[src/rtl/capture_scheduler.sv]
// Acquisition sequencer: arms the enabled ADC drive blocks, waits for capture end,
// then drains each channel FIFO in ascending order onto one valid/ready byte stream.
// Optional build macro CH_HEADER_EN prefixes each channel frame with byte {4'hA, 1'b0, ch}.
module capture_scheduler #(
    parameter int NUM_CH      = 4,
    parameter int FRAME_LEN   = 4096,
    parameter int CAP_TIMEOUT = 1000000
) (
    input  logic                  Clk,
    input  logic                  Reset,
    input  logic                  Start,
    input  logic [NUM_CH-1:0]     Ch_mask,
    input  logic [NUM_CH-1:0]     Ch_end,
    input  logic [NUM_CH-1:0]     Ch_empty,
    input  logic [8*NUM_CH-1:0]   Ch_data,
    output logic [NUM_CH-1:0]     Ch_bg,
    output logic [NUM_CH-1:0]     Ch_rdreq,
    output logic [7:0]            Tx_data,
    output logic                  Tx_valid,
    input  logic                  Tx_ready,
    output logic                  Busy,
    output logic                  Done,
    output logic                  Timeout_err
);

    localparam int              TO_W      = (CAP_TIMEOUT > 2) ? $clog2(CAP_TIMEOUT) : 1;
    localparam logic [TO_W-1:0] TO_LAST   = TO_W'(CAP_TIMEOUT - 1);
    localparam logic [12:0]     FRAME_MAX = 13'(FRAME_LEN);

    // Tx handshake: a byte moves on a rising Clk edge where Tx_valid && Tx_ready;
    // Tx_data and Tx_valid are held unchanged while Tx_valid && !Tx_ready.
    typedef enum logic [3:0] {
        S_IDLE     = 4'd0,
        S_ARM      = 4'd1,
        S_WAIT_END = 4'd2,
        S_SEL      = 4'd3,
        S_RD_REQ   = 4'd4,
        S_RD_LAT   = 4'd5,
        S_SEND     = 4'd6,
        S_NEXT     = 4'd7
`ifdef CH_HEADER_EN
        ,S_HDR     = 4'd8
`endif
    } state_t;

    state_t            state_q;
    logic [NUM_CH-1:0] m_q;
    logic [2:0]        ch_q;
    logic [12:0]       bytecnt_q;
    logic [TO_W-1:0]   tocnt_q;
    logic [NUM_CH-1:0] bg_q;
    logic [7:0]        tx_data_q;
    logic              tx_valid_q;
    logic              done_q;
    logic              terr_q;

    logic [7:0]        empty_ext;
    logic [63:0]       data_ext;
    logic [7:0]        onehot_ch;
    logic [7:0]        m_clr_ext;
    logic [NUM_CH-1:0] m_d;
    logic              rd_fire;

    function automatic logic [2:0] lowest_set(input logic [7:0] v);
        lowest_set = 3'd0;
        for (int i = 7; i >= 0; i--) begin
            if (v[i]) lowest_set = 3'(i);
        end
    endfunction

    assign empty_ext = 8'(Ch_empty);
    assign data_ext  = 64'(Ch_data);
    assign onehot_ch = 8'd1 << ch_q;
    assign m_clr_ext = 8'(m_q) & ~onehot_ch;
    assign m_d       = m_clr_ext[NUM_CH-1:0];

    // The read strobe is issued during RD_REQ itself so the FIFO q is valid in RD_LAT.
    assign rd_fire  = (state_q == S_RD_REQ) && !empty_ext[ch_q] && (bytecnt_q != FRAME_MAX);
    assign Ch_rdreq = rd_fire ? onehot_ch[NUM_CH-1:0] : '0;

    always_ff @(posedge Clk) begin
        if (Reset) begin
            state_q    <= S_IDLE;
            m_q        <= '0;
            ch_q       <= '0;
            bytecnt_q  <= '0;
            tocnt_q    <= '0;
            bg_q       <= '0;
            tx_data_q  <= '0;
            tx_valid_q <= 1'b0;
            done_q     <= 1'b0;
            terr_q     <= 1'b0;
        end else begin
            done_q <= 1'b0;
            case (state_q)
                S_IDLE: begin
                    if (Start) begin
                        m_q     <= Ch_mask;
                        terr_q  <= 1'b0;
                        tocnt_q <= '0;
                        if (Ch_mask == '0) begin
                            done_q <= 1'b1;
                        end else begin
                            bg_q    <= Ch_mask;
                            state_q <= S_ARM;
                        end
                    end
                end
                S_ARM, S_WAIT_END: begin
                    if (tocnt_q == TO_LAST) begin
                        terr_q  <= 1'b1;
                        bg_q    <= '0;
                        state_q <= S_IDLE;
                    end else begin
                        tocnt_q <= tocnt_q + 1'b1;
                        if (state_q == S_ARM) begin
                            // Drives acknowledge the restart by dropping their end flags.
                            if ((Ch_end & m_q) == '0) begin
                                bg_q    <= '0;
                                state_q <= S_WAIT_END;
                            end
                        end else if ((Ch_end & m_q) == m_q) begin
                            ch_q    <= lowest_set(8'(m_q));
                            state_q <= S_SEL;
                        end
                    end
                end
                S_SEL: begin
                    bytecnt_q <= '0;
`ifdef CH_HEADER_EN
                    tx_data_q  <= {4'hA, 1'b0, ch_q};
                    tx_valid_q <= 1'b1;
                    state_q    <= S_HDR;
`else
                    state_q    <= S_RD_REQ;
`endif
                end
`ifdef CH_HEADER_EN
                S_HDR: begin
                    if (Tx_ready) begin
                        tx_valid_q <= 1'b0;
                        state_q    <= S_RD_REQ;
                    end
                end
`endif
                S_RD_REQ: begin
                    state_q <= rd_fire ? S_RD_LAT : S_NEXT;
                end
                S_RD_LAT: begin
                    tx_data_q  <= data_ext[{ch_q, 3'b000} +: 8];
                    tx_valid_q <= 1'b1;
                    if (bytecnt_q != FRAME_MAX) bytecnt_q <= bytecnt_q + 13'd1;
                    state_q    <= S_SEND;
                end
                S_SEND: begin
                    if (Tx_ready) begin
                        tx_valid_q <= 1'b0;
                        state_q    <= S_RD_REQ;
                    end
                end
                S_NEXT: begin
                    m_q <= m_d;
                    if (m_d == '0) begin
                        done_q  <= 1'b1;
                        state_q <= S_IDLE;
                    end else begin
                        ch_q    <= lowest_set(8'(m_d));
                        state_q <= S_SEL;
                    end
                end
                default: state_q <= S_IDLE;
            endcase
        end
    end

    assign Ch_bg       = bg_q;
    assign Tx_data     = tx_data_q;
    assign Tx_valid    = tx_valid_q;
    assign Busy        = (state_q != S_IDLE);
    assign Done        = done_q;
    assign Timeout_err = terr_q;

endmodule

[config.mk]
export PLATFORM = sky130hd
export DESIGN_NAME = capture_scheduler
export DESIGN_NICKNAME = d
export VERILOG_FILES = /design/src/rtl/capture_scheduler.sv
export SDC_FILE = /design/constraint.sdc
export NUM_CORES = 1
export LEC_CHECK = 0
export ABC_AREA = 1
export CAP_MARGIN = 10
export CORE_MARGIN = 2
export CORE_UTILIZATION = 24
export DETAILED_ROUTE_END_ITERATION = 7
export SYNTH_ARGS = -nofsm -noshare
export SYNTH_HDL_FRONTEND = slang
export SYNTH_SLANG_ARGS = --single-unit
export TNS_END_PERCENT = 100
[constraint.sdc]
create_clock -name Clk -period 1.4 [get_ports Clk]
set_input_delay 0.28 -clock Clk [delete_from_list [all_inputs] [get_ports Clk]]
set_output_delay 0.28 -clock Clk [all_outputs]
set_load 0.005 [all_outputs]
layer_met4.png
The bar under the picture is 20 um long. Supply wires on this layer in gray.
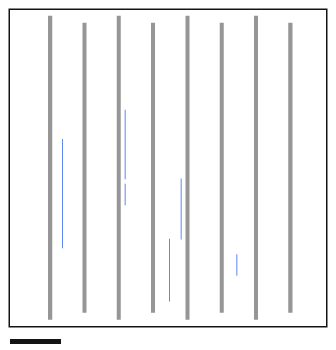
longest straight run: 42.8 um
nets with wire on the layer: 3
main direction: vertical
wire length on this layer: 135 um
final wirelength: 12200 um
via count: 4464

clk_routes.png
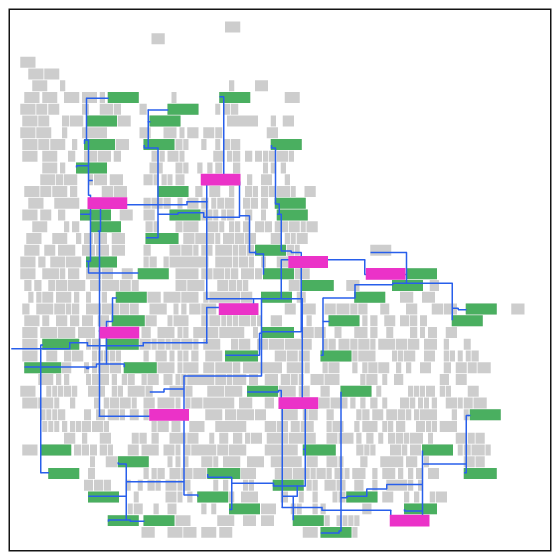
legend:
  clock wires:
    color: blue
    length: 1040 um
  clock drivers:
    color: magenta
    count: 9
  flip-flops:
    color: green
    count: 57
routed clock nets: 10
Clk pwr share: 25.6%
clock latency on the worst-skew pair: 340 ps
Clock net power: 2090 uW
Final Skew: 8.97 ps

placement.png
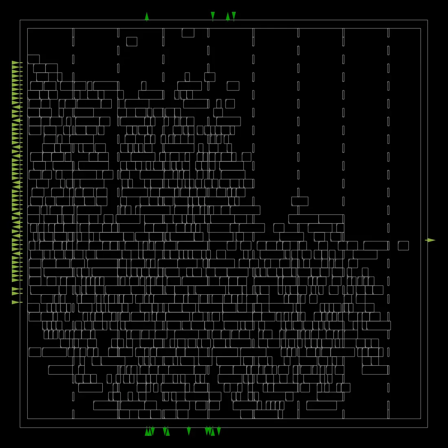
fraction of area in registers: 18.2%
fill count: 1486
core area: 0.0144 mm2
tap cells: 184
Core Util, Final: 44.2%

flops_by_reg.png
Other sequential cells in the stronger gray, the rest of the logic in the fainter gray.
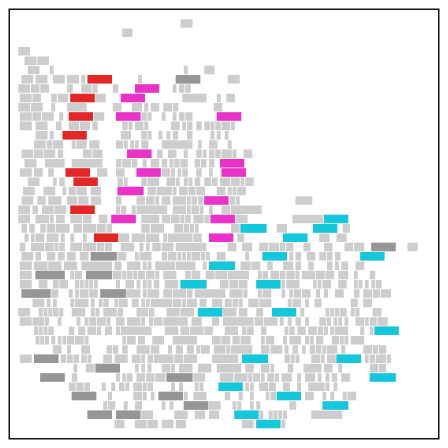
legend:
  tocnt_q:
    color: cyan
    placed_flops: 20
  Tx_data:
    color: red
    placed_flops: 8
  bytecnt_q:
    color: magenta
    placed_flops: 13
not colored: 16
Seq group: 2000 uW
Storage cell area: 0.00116 mm2

metal_density.png
The bar under the picture is 20 um long. 25 x 25 tiles, from dark purple (low) to yellow (high), scaled to the fullest tile. Values are wire area over tile area, all layers added.
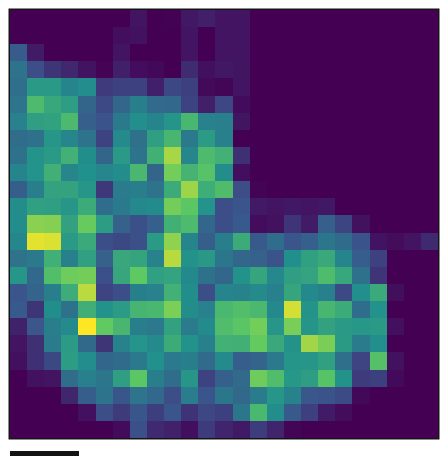
fullest tile: 0.47
densest ninth of the die: left middle
emptiest ninth of the die: top right
tiles over half the peak: 22%
nearly empty tiles: 34%
gr usage total: 15.4%
Routed wire per std cell: 12.5 um

==> run notes <==
fresh numbers from the pnr run: layout cell share with drive strength beyond 1=37.7%, vias in the first global route=4366, clock sink total=57, Met2 Wirelength=5830 um, Worst Path Max Fanout=3, largest net degree at the start of global routing=16, CTS Buffer Depth=2, htree depth=3, final hold viol count=0, sequential share of power=approximately a quarter, Synth Cell Area=0.00351 mm2, DR iter-0 viols=166, Synth Warn #=0, Nets=832, met3 WL=605 um, clock root cell=clkbuf_16, Log Warnings=30, Hold WC Path Type=reg -> reg, Final Hold Slack=467 ps, RePlAce Congestion=0.889, total power=~8200 uW, crit path cell chain=nor2_2 -> inv_1 -> nor2_2 -> nand2_1 -> nor2_2 -> nand2_4 -> buf_6 -> nor3_2 -> buf_2, worst hold start=Tx_valid, register share after synthesis=approximately 33%, Post-DP Area=0.00539 mm2, residual DRC count=0, Rows=approximately 44, Syn Inst Count=572, Tcrit/Tclk final=134%, most used cell along the critical path=nor2_2, Gate power share=49.9%, RSZ-0062 raised after global routing=true, fraction of power spent switching nets=37.8%, ys cells=between 500 and 600, Pleak=0.00265 uW, most frequent cells in the layout=120 x buf_4, 119 x nand2_1, 66 x nor2_1, 53 x nand3_1, 50 x inv_1, Post-DP HPWL=8940 um, # port buffers=67, fin. max-slew vios=0, post-synth net total=623, ys flops=57, worst path required time=1120 ps, status=finished, violations left, CTS tree=yes, Clock transition at path regs=50 ps, DIE AREA=0.0156 mm2, first-pass GRT wire length=20100 um, Post-synth ARST share=0%, delay-heaviest family, CP=simple AND/OR/NAND/NOR gates, Syn Area/Cell=6.14 um2, yosys stat area=0.00351 mm2, worst vdd ir=0.952 mV, violated checks=negative setup slack, Psw=3090 uW, Commonest flop=dfxtp_1, first drt pass iteration count=5, headroom to the max-slew limit=78.0%, antenna violations before repair=0, Final min period=between 1500 and 2000 ps, Setup TNS=-8400 ps, Die Ht=125 um, crit-path max cell delay=around 320 ps, post-route ant nets=0, cell area after layout=0.00637 mm2, EDFF count, synth=0, Slew @ Worst Pin=328 ps, final setup violation count=45, final worst slack=-474 ps, Via density=around 4.6, kind of critical path=reg -> out, Worst R2R Start=bytecnt_q[0], Synth cell types=35, Highest Signal Layer=met4, Crit. Startpoint=state_q[0], Metal-1 WL=5590 um, slowest CP cell=dfxtp_2, IO Pins=68
[state kept, by name, summed over array words and instances, names as in the netlist]
| name | count |
|---|---|
| Tx_data | 8 |
| Done | 1 |
| ch_q | 2 |
| Ch_bg | 4 |
| Tx_valid | 1 |
| state_q | 3 |
| tocnt_q | 20 |
| Timeout_err | 1 |
| m_q | 4 |
| bytecnt_q | 13 |
[power groups by stage]
stage | logic [uW] | registers [uW] | clock network [uW]
after detailed placement | 3100 | 1990 | 0
after floorplan | 1630 | 2000 | 0
after global routing | 4450 | 2020 | 2190
after CTS | 3650 | 1970 | 2150
final | 4070 | 2000 | 2090
after global placement | 3070 | 1980 | 0
[cell type report]
class                   count  area, um2
clock buffers              13        260
clock inverters             3       15.0
fillers                  1486       8050
inverters                  61        238
multi-input cells         439       2610
flip-flops and latches     57       1160
well taps                 184        230
repair buffers            213       1860
[worst register-to-register path, cell delays in order, from the launching register on]
cell and delay [ps]:
dfxtp_2 320, inv_2 70, ha_4 110, nand2_1 60, nor3_2 150, nand3_2 150, buf_4 160, buf_4 150
a21oi_4 150, buf_6 150, buf_4 110, a21oi_1 30, nor2_1 70
[cells by family (layout without fill, tap and decap cells)]
family / Yosys count / count (layout) / share of synthesized area (%)
XOR/XNOR: 4 / 4 / 0.998
AND/OR/NAND/NOR: 344 / 344 / 42.2
AND-OR/OR-AND: 88 / 88 / 14.8
buffers and inverters: 76 / 290 / 8.52
flip-flops: 57 / 57 / 32.5
adder cells (fa/ha/maj): 3 / 3 / 1.07
[cells in the mapped netlist, drive strengths merged, types with 2 or more instances]
library cell / number / area [um2]
a21oi: 33 / 169
a22oi: 8 / 60.1
a31o: 2 / 17.5
a31oi: 3 / 18.8
a41oi: 8 / 70.1
buf: 7 / 40.0
clkbuf: 8 / 30.0
dfxtp: 57 / 1140
ha: 3 / 37.5
inv: 60 / 225
nand2: 142 / 536
nand3: 66 / 335
nand4: 18 / 119
nor2: 98 / 385
nor3: 17 / 85.1
o21ai: 28 / 140
o22ai: 2 / 12.5
xor2: 4 / 35.0
[routing by layer]
layer / GRT usage [%] / vias up
met5: 0 / -
met1: 19.6 / 2020
li1: - / 2335
met3: 4.24 / 14
met2: 25.7 / 95
met4: 4.44 / 0
[path summary, 6_finish.rpt]
check / end / depth (start not counted) / slack [ps]
hold / removal: Tx_valid / 2 / 470
setup / recovery: Ch_rdreq[0] / 9 / -470
setup reg to reg: bytecnt_q[1] / 12 / -340
hold reg to reg: Tx_valid / 2 / 470
[through the flow]
stage          std cells  setup WS (ps)
2_1_floorplan        572          -44.2
6_report             970           -474
4_1_cts              965           -494
3_5_place_dp         936           -620
3_3_place_gp         936           -595
5_1_grt              970           -574
[repair_timing]
item | in CTS | in global routing
setup endpoints to repair | 70 | 61
hold buffers | 0 | 0
cloned | 1 | 0
gates resized | 122 | 98
pin swaps | 39 | 30
setup buffers | 13 | 9
endpoints found under the hold margin | 0 | 0
No activity file was given, so power comes from the tool's default toggle rates.
